==> config.mk <==
export PLATFORM = sky130hd
export DESIGN_NAME = fetch_queue
export DESIGN_NICKNAME = d
export VERILOG_FILES = /design/src/rtl/fetch_queue.sv
export SDC_FILE = /design/constraint.sdc
export NUM_CORES = 1
export LEC_CHECK = 0
export CELL_PAD_IN_SITES_DETAIL_PLACEMENT = 0
export CELL_PAD_IN_SITES_GLOBAL_PLACEMENT = 1
export CORE_MARGIN = 5
export CORE_UTILIZATION = 50
export CTS_BUF_LIST = sky130_fd_sc_hd__clkbuf_4 sky130_fd_sc_hd__clkbuf_8
export DETAILED_ROUTE_END_ITERATION = 8
export GPL_TIMING_DRIVEN = 1
export PLACE_DENSITY_LB_ADDON = 0.15
export SLEW_MARGIN = 30
export SYNTH_ARGS = -nofsm -noshare
export SYNTH_HDL_FRONTEND = slang
export SYNTH_SLANG_ARGS = --single-unit
==> constraint.sdc <==
create_clock -name clk -period 17.5 [get_ports clk]
set_clock_uncertainty 0.1 [all_clocks]
set_input_delay 2.625 -clock clk [delete_from_list [all_inputs] [get_ports clk]]
set_output_delay 2.625 -clock clk [all_outputs]
set_load 0.01 [all_outputs]
==> src/rtl/fetch_queue.sv <==
// Instruction fetch front-end: issues word fetches over a req/ack handshake and
// buffers PC-tagged words in a small FIFO whose head feeds the IF/ID register.
module fetch_queue #(
  parameter int unsigned DEPTH    = 4,
  parameter logic [31:0] RESET_PC = 32'd96
) (
  input  logic        clk,
  input  logic        reset,
  output logic        imemReq,
  output logic [31:0] imemAddr,
  input  logic        imemAck,
  input  logic [31:0] imemData,
  input  logic        stall,
  input  logic        redirect,
  input  logic [31:0] redirectPc,
  output logic        instValid,
  output logic [31:0] inst,
  output logic [31:0] instPc,
  output logic [2:0]  qCount
);

  localparam int unsigned AW = $clog2(DEPTH);
  localparam int unsigned PW = AW + 1;

  // Bit 0 of the state doubles as the request strobe.
  localparam logic [1:0] S_IDLE  = 2'b00;
  localparam logic [1:0] S_REQ   = 2'b01;
  localparam logic [1:0] S_DRAIN = 2'b11;

  logic [1:0]    state_q, state_d;
  logic [31:0]   fetch_pc_q, fetch_pc_d;
  logic [31:0]   saved_pc_q, saved_pc_d;
  logic [PW-1:0] wr_ptr_q, wr_ptr_d;
  logic [PW-1:0] rd_ptr_q, rd_ptr_d;
  logic [PW-1:0] count_q, count_d;
  logic [31:0]   mem_pc   [DEPTH];
  logic [31:0]   mem_data [DEPTH];
  logic [AW-1:0] head_idx;
  logic          head_valid_d;
  logic [31:0]   head_inst_d, head_pc_d;
  logic          push, pop;
  logic [31:0]   redir_pc;

  assign redir_pc = redirectPc & ~32'd3;
  assign push     = (state_q == S_REQ) && imemAck && !redirect;
  assign pop      = instValid && !stall && !redirect;

  assign imemReq  = state_q[0];
  assign imemAddr = fetch_pc_q;
  assign qCount   = 3'(count_q);

  // Fetch control: request only while the held entries plus one outstanding fit.
  always_comb begin
    state_d    = state_q;
    fetch_pc_d = fetch_pc_q;
    saved_pc_d = saved_pc_q;
    case (state_q)
      S_IDLE: begin
        if (redirect) begin
          fetch_pc_d = redir_pc;
        end else if ((count_q + PW'(pop)) < PW'(DEPTH)) begin
          state_d = S_REQ;
        end
      end
      S_REQ: begin
        if (redirect) begin
          if (imemAck) begin
            fetch_pc_d = redir_pc;
          end else begin
            saved_pc_d = redir_pc;
            state_d    = S_DRAIN;
          end
        end else if (imemAck) begin
          fetch_pc_d = fetch_pc_q + 32'd4;
          if ((count_q + PW'(1) - PW'(pop)) >= PW'(DEPTH)) state_d = S_IDLE;
        end
      end
      S_DRAIN: begin
        if (imemAck) begin
          fetch_pc_d = redirect ? redir_pc : saved_pc_q;
          state_d    = S_REQ;
        end else if (redirect) begin
          saved_pc_d = redir_pc;
        end
      end
      default: state_d = S_IDLE;
    endcase
  end

  // FIFO pointers and the next head; a word pushed into an empty queue becomes the head.
  always_comb begin
    wr_ptr_d     = wr_ptr_q + PW'(push);
    rd_ptr_d     = rd_ptr_q + PW'(pop);
    count_d      = count_q + PW'(push) - PW'(pop);
    if (redirect) begin
      wr_ptr_d = '0;
      rd_ptr_d = '0;
      count_d  = '0;
    end
    head_idx     = rd_ptr_d[AW-1:0];
    head_valid_d = (count_d != '0);
    head_inst_d  = mem_data[head_idx];
    head_pc_d    = mem_pc[head_idx];
    if (push && (wr_ptr_q[AW-1:0] == head_idx)) begin
      head_inst_d = imemData;
      head_pc_d   = fetch_pc_q;
    end
    if (!head_valid_d) begin
      head_inst_d = 32'd0;
      head_pc_d   = 32'd0;
    end
  end

  always_ff @(posedge clk) begin
    if (reset) begin
      state_q    <= S_IDLE;
      fetch_pc_q <= RESET_PC;
      saved_pc_q <= RESET_PC;
      wr_ptr_q   <= '0;
      rd_ptr_q   <= '0;
      count_q    <= '0;
      instValid  <= 1'b0;
      inst       <= 32'd0;
      instPc     <= 32'd0;
    end else begin
      state_q    <= state_d;
      fetch_pc_q <= fetch_pc_d;
      saved_pc_q <= saved_pc_d;
      wr_ptr_q   <= wr_ptr_d;
      rd_ptr_q   <= rd_ptr_d;
      count_q    <= count_d;
      instValid  <= head_valid_d;
      inst       <= head_inst_d;
      instPc     <= head_pc_d;
    end
  end

  always_ff @(posedge clk) begin
    if (push) begin
      mem_pc[wr_ptr_q[AW-1:0]]   <= fetch_pc_q;
      mem_data[wr_ptr_q[AW-1:0]] <= imemData;
    end
  end

endmodule

==> results.yml <==
# implementation run metrics
outcome:
  status: "completed"
clock_tree:
  htreeDepth: 2
  post_cts_buffers: 0
  cts_resized: 0
  cts_hold_repair.buffers: 0
  cts_buffers: 61
  clock-root-buffer: "clkbuf_8"
  cts_buffer_depth: 3
worst_setup_path:
  rrSetupSlack_ps: 13120
  timing.critical_path.to: "instPc[9]"
  crit_required_ps: 17950
  end_kind: "register"
  worstPathMaxFanout: 68
  ff2ff_path_depth: 15
  worstReg2RegEnd: "instPc[9]"
  arrival_ps: 6740
  crit_path_start: "stall"
  r2r-start: "state_q[0]"
  crit_type: "in -> reg"
synth:
  synthesis.nets: 1510
  edf_count: 256
  common_cells: "edfxtp_1 (256), nand2_1 (221), dfxtp_1 (138), a22oi_1 (82), nand3_1 (79)"
  yosys_warnings: 0
  synth_seq_share_pct: 61.9
  top_cell: "edfxtp_1"
  synth.cell_area_um2: 16900
  yosysTopAreaCell: "edfxtp_1"
  async_flop_share_pct: 0
  top_cells_by_area: "edfxtp_1 (46%), dfxtp_1 (16%), nand2_1 (4.9%)"
  synth_top_flop_cell: "edfxtp_1"
  yosys_area_um2: 16900
  yosys.area.top_type_share_pct: 45.6
flow_run:
  cap_violations: 0
pwr:
  ir_worst_vdd_mv: 0.0571
  p_leak_nw: 6.59
  p_per_area_nw_per_um2: 107
  p_total_w: 0.00215
die:
  fp_util_pct: 50.4
  die_y_um: 194
  ios: 170
  die_w_um: 194
sta:
  hold_viol_final: 0
  finalSetupTns_ps: 0
  layout_min_cycle_time_ps: 6290
  report.final.setup_viol: 0
  fmax_mhz: 159
route:
  drtPass1Iterations: 5
  avgViaCountPerCell: 5.95
  post_drt_wl_per_cell_um: 21.4
  drc: 0
  drt_iter0_drc: 940
layout:
  post_route_cells_drive_above_1_share_pct: 14.4
  area_growth_syn_to_layout_pct: 18.8
  fin_util_pct: 59.9
  diodes: 0
hold_path:
  hp-start: "saved_pc_q[13]"
placed_design:
  dp_hpwl_um: 24600
global_route:
  overflow: 0
  grt_max_degree: 88
  grt_antenna_before_repair: 0
  track_usage_pct: 23.0
  grt_pass1_vias: 12400
==> worst min-delay path by stage <==
| stage | end | cells after the start |
|---|---|---|
| finish | saved_pc_q[13] | 2 |
| detailed placement | saved_pc_q[9] | 2 |
| CTS | saved_pc_q[28] | 2 |
| global route | saved_pc_q[12] | 2 |
| floorplan | saved_pc_q[12] | 2 |
| global placement | saved_pc_q[30] | 2 |
==> worst max-delay path, stage by stage <==
cell,delay [ps]
clkdlybuf4s50_1,510
nor2b_4,160
buf_4,720
nand2_1,110
nor2_1,160
fa_1,210
xor2_1,170
xnor2_1,100
a311o_1,430
a31oi_4,410
buf_8,220
buf_8,160
buf_4,440
a32o_2,270
==> stage by stage <==
step                      setup slack (ps)  instance area, um2  cells  hold WS, ps
final                                11210               20000   2074          354
after global routing                 10880               20000   2074          372
after CTS                            11220               20000   2074          355
after detailed placement             10570               18800   1959          347
after global placement               10280               18700   1954          342
after floorplan                       9140               16900   1432          336
==> logic make-up after synthesis <==
group | share of synthesized area, %
compound gates | 15.3
xor+xnor | 0.415
flops | 61.9
fa+ha+maj | 0.712
simple gates | 13.3
buf+inv | 4.18
mux | 4.17
==> cell type report <==
cell class | instances | area, um2
clock buffer | 95 | 1140
clock inverter | 20 | 120
fill | 2728 | 13400
multi-input combinational | 909 | 5790
timing repair buffer | 195 | 1920
tap | 448 | 561
inverter | 13 | 48.8
sequential | 394 | 10500
==> sequential cells by signal, indices dropped and copies added (netlist names) <==
signal      flops
state_q         2
instValid       1
wr_ptr_q        2
rd_ptr_q        2
mem_pc        128
inst           32
mem_data      128
qCount          3
instPc         32
saved_pc_q     32
imemAddr       32
==> cell usage in the layout (no fill, tap or decap), types with 9 or more instances in the layout <==
master,count
a31oi_1,10
nand3_1,79
clkinv_2,9
o21ai_0,24
or2_2,65
a32o_1,58
a21oi_1,59
buf_4,22
mux2i_1,67
nand2_1,220
o22ai_1,66
dfxtp_1,137
nor3_1,14
clkbuf_8,69
inv_1,13
edfxtp_1,256
a22oi_1,82
nor2_1,29
clkdlybuf4s50_1,165
clkbuf_4,26
==> power by group <==
group / internal (W) / switching (W) / leakage [nW]
registers: 0.00105 / 0.0000688 / 3.45
clock network: 0.000430 / 0.000350 / 0.678
logic: 0.000111 / 0.000143 / 2.46
total: 0.00159 / 0.000562 / 6.59
==> metal layers <==
| metal | up-vias | routed length, um | GRT usage, % |
|---|---|---|---|
| li1 | 5726 | - | - |
| met1 | 6069 | 19600 | 32.8 |
| met2 | 488 | 20700 | 36.1 |
| met3 | 61 | 3220 | 4.52 |
| met4 | 0 | 845 | 7.21 |
| met5 | - | 0 | 0 |
Sizing map:
Scale: 2 px per um.
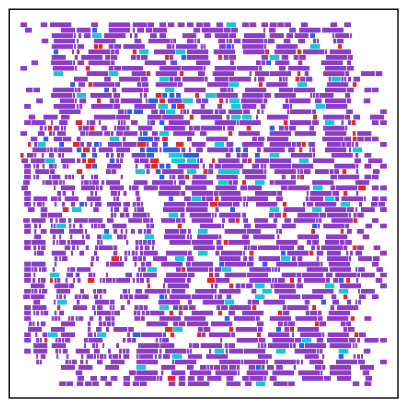
colour	size	cells	share	most used
purple	drive 1 or less	1392	86%	edfxtp_1
blue	drive 3 to 4	58	3.6%	clkbuf_4
red	drive 2	100	6.2%	or2_2
cyan	drive 6 and up	76	4.7%	clkbuf_8

Cells coloured by class:
Scale: 2 px per um. Fill, decap, tap and diode cells in grey.
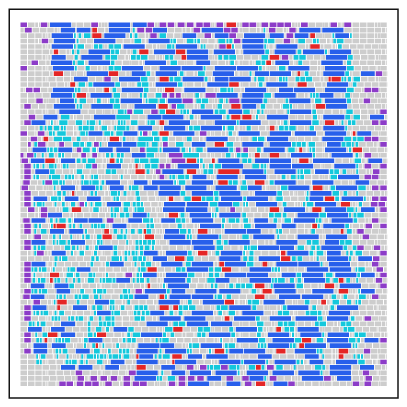
colour	class	cells
red	clock drivers and dummy loads	115
cyan	all other logic	922
blue	flip-flops	394
purple	other buffers and delay cells	195

Metal 3:
Scale: 2 px per um.
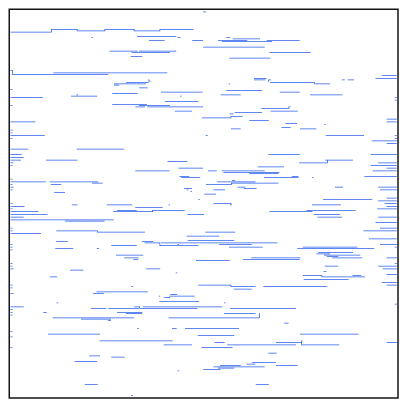
main direction	horizontal
nets with wire on the layer	175
wire length on this layer	3220 um
routed vias: 12300
final WL: 44400 um
met3 usage: 4.52%

No activity file was given, so power comes from the tool's default toggle rates.
